==> images/congestion.png <==
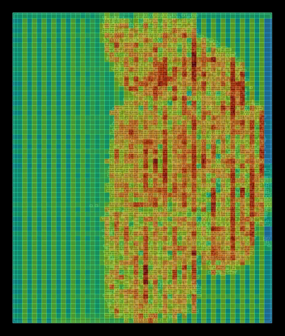
==> images/layer_met2.png <==
(1 px per µm)
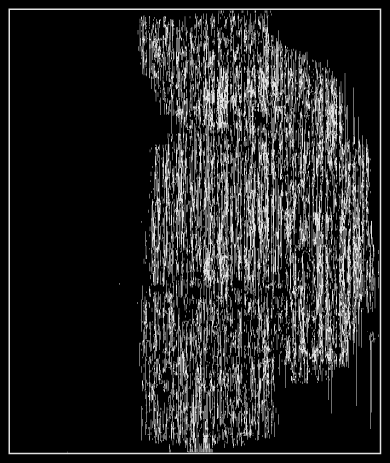
==> images/flops_by_reg.png <==
(1 px per µm)
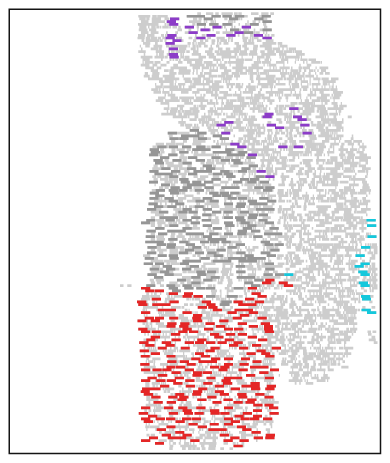
==> images/detail.png <==
Window x 172 to 197, y 209 to 234 µm. Cells in grey, sequential cells in the stronger grey; small squares are vias.
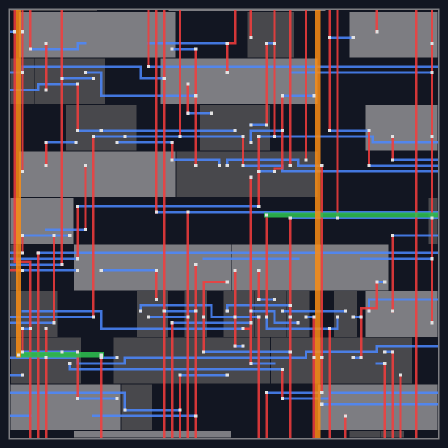
## config.mk

```make
export PLATFORM = sky130hd
export DESIGN_NAME = lms_fir_engine
export DESIGN_NICKNAME = d
export VERILOG_FILES = /design/src/rtl/lms_pkg.sv /design/src/rtl/lms_tap_alu.sv /design/src/rtl/lms_fir_engine.sv
export SDC_FILE = /design/constraint.sdc
export NUM_CORES = 2
export LEC_CHECK = 0
export CAP_MARGIN = 20
export CORE_ASPECT_RATIO = 1.2
export CORE_MARGIN = 2
export CORE_UTILIZATION = 30
export DETAILED_ROUTE_END_ITERATION = 12
export MAX_ROUTING_LAYER = met4
export SLEW_MARGIN = 5
export SYNTH_ARGS = -nofsm -noshare
export SYNTH_HDL_FRONTEND = slang
export SYNTH_SLANG_ARGS = --single-unit
```

## constraint.sdc

```tcl
create_clock -name clk -period 48.1 [get_ports clk]
set_clock_uncertainty 0.05 [all_clocks]
set_input_delay 7.215 -clock clk [delete_from_list [all_inputs] [get_ports clk]]
set_output_delay 7.215 -clock clk [all_outputs]
set_load 0.005 [all_outputs]
```

## src/rtl/lms_pkg.sv

```systemverilog
// Shared constants, saturation helper and FSM state encoding for the LMS
// adaptive-filter datapath; reused by the core FSM and the output stage.
package lms_pkg;

  localparam int unsigned FRAC = 15;

  typedef enum logic [1:0] {
    IDLE,
    MAC,
    DONE
  } lms_state_e;

  function automatic logic signed [15:0] sat16(input logic signed [63:0] v);
    if (v > 64'sd32767) begin
      return 16'sh7FFF;
    end else if (v < -64'sd32768) begin
      return 16'sh8000;
    end else begin
      return v[15:0];
    end
  endfunction

endpackage

```

## src/rtl/lms_tap_alu.sv

```systemverilog
// One filter tap: weighted product for the accumulator and the LMS-updated,
// saturated weight. Purely combinational.
module lms_tap_alu #(
  parameter int unsigned FRAC  = 15,
  parameter int unsigned ACC_W = 40
) (
  input  logic signed [15:0]      w,
  input  logic signed [15:0]      x,
  input  logic signed [15:0]      mu_e,
  output logic signed [ACC_W-1:0] prod,
  output logic signed [15:0]      w_next
);
  import lms_pkg::*;

  logic signed [31:0] wx;
  logic signed [31:0] mx;
  logic signed [33:0] w_sum;

  always_comb begin
    wx     = 32'(w) * 32'(x);
    mx     = 32'(mu_e) * 32'(x);
    prod   = ACC_W'(wx);
    // arithmetic shift floors toward -inf; no rounding term is added
    w_sum  = 34'(w) + 34'(mx >>> FRAC);
    w_next = sat16(64'(w_sum));
  end

endmodule

```

## src/rtl/lms_fir_engine.sv

```systemverilog
// Adaptive FIR responder: on fir_go shifts in a sample, runs one tap per cycle
// with in-place LMS weight update, then pulses fir_done with the new y_out.
module lms_fir_engine #(
  parameter int unsigned TAPS  = 16,
  parameter int unsigned FRAC  = lms_pkg::FRAC,
  parameter int unsigned ACC_W = 40
) (
  input  logic               clk,
  input  logic               rst,
  input  logic               fir_go,
  input  logic signed [31:0] feedforward_in,
  input  logic signed [31:0] weight_adjust,
  output logic signed [15:0] y_out,
  output logic               fir_done,
  output logic               busy
);
  import lms_pkg::*;

  localparam int unsigned K_W = $clog2(TAPS);

  lms_state_e state, state_next;

  logic signed [15:0]      w_q [TAPS];
  logic signed [15:0]      x_q [TAPS];
  logic signed [15:0]      mu_e;
  logic signed [ACC_W-1:0] acc;
  logic [K_W-1:0]          k;

  logic                    accept;
  logic                    mac_step;
  logic                    finish;
  logic                    last_tap;
  logic signed [ACC_W-1:0] tap_prod;
  logic signed [15:0]      tap_w_next;

  assign last_tap = (k == K_W'(TAPS - 1));
  assign busy     = (state != IDLE);

  always_ff @(posedge clk or posedge rst) begin
    if (rst) begin
      state <= IDLE;
    end else begin
      state <= state_next;
    end
  end

  always_comb begin
    state_next = state;
    accept     = 1'b0;
    mac_step   = 1'b0;
    finish     = 1'b0;
    case (state)
      IDLE: begin
        if (fir_go) begin
          accept     = 1'b1;
          state_next = MAC;
        end
      end
      MAC: begin
        mac_step = 1'b1;
        if (last_tap) begin
          state_next = DONE;
        end
      end
      DONE: begin
        finish     = 1'b1;
        state_next = IDLE;
      end
      default: state_next = IDLE;
    endcase
  end

  lms_tap_alu #(
    .FRAC  (FRAC),
    .ACC_W (ACC_W)
  ) u_tap_alu (
    .w      (w_q[k]),
    .x      (x_q[k]),
    .mu_e   (mu_e),
    .prod   (tap_prod),
    .w_next (tap_w_next)
  );

  always_ff @(posedge clk or posedge rst) begin
    if (rst) begin
      for (int unsigned i = 0; i < TAPS; i++) begin
        w_q[i] <= '0;
        x_q[i] <= '0;
      end
      mu_e     <= '0;
      acc      <= '0;
      k        <= '0;
      y_out    <= '0;
      fir_done <= 1'b0;
    end else begin
      fir_done <= 1'b0;
      if (accept) begin
        for (int unsigned i = TAPS - 1; i > 0; i--) begin
          x_q[i] <= x_q[i-1];
        end
        x_q[0] <= sat16(64'(feedforward_in));
        mu_e   <= sat16(64'(weight_adjust >>> FRAC));
        acc    <= '0;
        k      <= '0;
      end
      // accumulate with the pre-update weight, then overwrite it in place
      if (mac_step) begin
        acc    <= acc + tap_prod;
        w_q[k] <= tap_w_next;
        if (!last_tap) begin
          k <= k + 1'b1;
        end
      end
      if (finish) begin
        y_out    <= sat16(64'(acc >>> FRAC));
        fir_done <= 1'b1;
      end
    end
  end

endmodule

```

==> results.json <==
{
  "whs_path_depth": 2,
  "die_w_um": 369.7,
  "fin_hold_ws_ns": 0.4223,
  "detailroute.via_count": 32161,
  "slowest_delay_ns": 0.99,
  "layout.sequential_cells": 591,
  "yosys.area_share.xor_xnor_pct": 1.328,
  "number_of_global_route_vias_before_repair": 34748,
  "buffers_excl_clock": 122,
  "min_path_type": "flip-flop to flip-flop",
  "run_status": "completed",
  "drt_iter0_drc": 2008,
  "final_layout_top_logic_cell": "sky130_fd_sc_hd__nand2_1",
  "maxCapViolations": 0,
  "timing.setup.critical_path_class": "flip-flop to flip-flop",
  "placementRows": 161,
  "post_synth_fa_ha_maj_area_fraction_pct": 30.21,
  "flow.area_growth_from_synthesis_pct": 10.33,
  "final_max_slew_viol_count": 0,
  "clockBufferDepth": 3,
  "largest_net_degree_at_the_start_of_global_routing": 191,
  "yosysSeqAreaShare_pct": 30.72,
  "cp-start-kind": "flip-flop",
  "post-cts-setup-buffers": 0,
  "synth.cellmix.compoundShare_pct": 5.830,
  "timing.critical_path.required_ns": 48.55,
  "drc_violation_count_after_routing": 0,
  "cts_root_buf": "sky130_fd_sc_hd__clkbuf_16",
  "critPathCaptureType": "flip-flop",
  "clock_sinks": 591,
  "synth.yosys.chip_area_um2": 48140,
  "core_footprint_um2": 159900,
  "hold_viol": 0,
  "yosysWarningCount": 0,
  "worst_pin_slew_ns": 1.136,
  "numCtsBuffers": 57,
  "seq-cell-share_pct": 27.86,
  "worst-path-buf-inv": 7,
  "rsz0062_at_grt": "false",
  "fp_util_pct": 30.10,
  "fin_crit_sh_pct": 25.39,
  "grt-ovfl-total": 0,
  "clk-insertion-delay-late_ns": 0.70,
  "critical_path_peak_fanout": 42,
  "r2r.worst_path.cells": 34,
  "pin_count": 85,
  "netlist_logic_family_top": "adder cells",
  "multiInputCombCellCount": 3296,
  "dominant_kind_of_cell_by_area": "combinational gates",
  "ys.flop_type": "sky130_fd_sc_hd__dfrtp_1",
  "num_antenna_cells": 3,
  "n_tap_cell": 2119,
  "setup-tns-final_ns": 0,
  "final-instance-count-excl-fill": 6863,
  "numSynthFlops": 591,
  "post-route-min-period_ns": 12.21,
  "post_cts_resized": 0,
  "timing.slew.headroom_pct": 24.26,
  "timing.fmax_mhz": 81.88,
  "yosys.cell_types.count": 76,
  "async_flop_share_pct": 100.0,
  "post_synth_mux_area_share_pct": 10.11,
  "final-seq-area_um2": 14800,
  "worst_setup_hold_path_clk_slew_ns": 0.07,
  "tritoncts_clock_tree": "done"
}
Notes on congestion.png above:
most heavily used metal layer in global routing: met2
GRT Total Usage: 14.79%

Notes on layer_met2.png above:
4,570 nets have wire on it. The layer holds 52% of the routed length.

Notes on flops_by_reg.png above:
Key: `x_q` = red [placed flops 256, where bottom centre]; `mu_e` = cyan [placed flops 16, where middle right]; `acc` = purple [placed flops 40]

Notes on detail.png above:
Key: metal 3 = green; metal 2 = red; metal 4 = orange; metal 1 = blue
Most frequent: dfrtp_1 (8), mux2_2 (4). Netlist names of flops here include `w_q` (8). Sequential cells in the window: 8. 23 logic cells have their middle in the window.

## synth_stat cells, types with 7 or more instances
cell type,n
sky130_fd_sc_hd__nand2b_1,31
sky130_fd_sc_hd__nand3_1,47
sky130_fd_sc_hd__o31ai_1,10
sky130_fd_sc_hd__o21a_1,17
sky130_fd_sc_hd__mux4_2,148
sky130_fd_sc_hd__fa_1,592
sky130_fd_sc_hd__a31oi_1,7
sky130_fd_sc_hd__mux2i_1,14
sky130_fd_sc_hd__buf_2,21
sky130_fd_sc_hd__nand2_1,1225
sky130_fd_sc_hd__a21o_1,34
sky130_fd_sc_hd__nor3_1,19
sky130_fd_sc_hd__and3_1,9
sky130_fd_sc_hd__buf_1,17
sky130_fd_sc_hd__a21oi_2,9
sky130_fd_sc_hd__ha_1,215
sky130_fd_sc_hd__mux2_2,118
sky130_fd_sc_hd__and2_1,171
sky130_fd_sc_hd__nor4_1,8
sky130_fd_sc_hd__nor2_1,98
sky130_fd_sc_hd__nor2b_1,45
sky130_fd_sc_hd__clkbuf_1,209
sky130_fd_sc_hd__o21ai_0,252
sky130_fd_sc_hd__a21oi_1,59
sky130_fd_sc_hd__o21ai_1,13
sky130_fd_sc_hd__xnor2_1,47
sky130_fd_sc_hd__xor2_1,26
sky130_fd_sc_hd__o21bai_1,9
sky130_fd_sc_hd__dfrtp_1,591
sky130_fd_sc_hd__inv_1,624
## flip-flops by register name (all words and copies together) (netlist names)
| register | count |
|---|---|
| x_q | 256 |
| acc | 40 |
| state | 2 |
| y_out | 16 |
| w_q | 256 |
| k | 4 |
| fir_done | 1 |
| mu_e | 16 |
## final timing paths
check                         from  endpoint  slack (ns)
min in group asynchronous      rst  w_q[100]        7.07
hold reg to reg            x_q[13]   x_q[13]        0.42
setup reg to reg              k[0]  w_q[169]       35.89
hold / removal             x_q[13]   x_q[13]        0.42
max in group asynchronous      rst   acc[21]       38.60
setup / recovery              k[0]  w_q[169]       35.89
## per-stage QoR
stage	util (%)	setup WS, ns	instance area (µm²)
2_1_floorplan	-	24.30	48140
3_3_place_gp	31.83	35.79	50920
3_5_place_dp	31.84	35.83	50920
4_1_cts	33.17	35.73	53050
5_1_grt	33.20	35.10	53110
6_report	33.21	35.89	53110
## worst register-to-register path: cells and delay by family, from the launching register on
kind	cells	cell delay, ns
XOR/XNOR	1	0.10
multiplexers	2	1.46
flip-flops	1	0.99
buffers and inverters	7	1.38
AND-OR/OR-AND	11	3.47
AND/OR/NAND/NOR	5	0.77
adder cells (fa/ha/maj)	8	3.80
## metal layers
metal | vias up | routed length (µm) | GRT usage (%) | share of wire (%)
met5 | - | 0 | - | 0
met4 | 0 | 3085 | 4.117 | 2.7
met3 | 156 | 3420 | 1.418 | 3.0
met2 | 475 | 58340 | 25.72 | 52
met1 | 16642 | 48320 | 18.26 | 43
li1 | 14888 | - | - | -
## cells by family after synthesis
group	after synthesis
flops	591
buf+inv	880
mux	283
simple gates	1677
xor+xnor	73
fa+ha+maj	807
compound gates	456
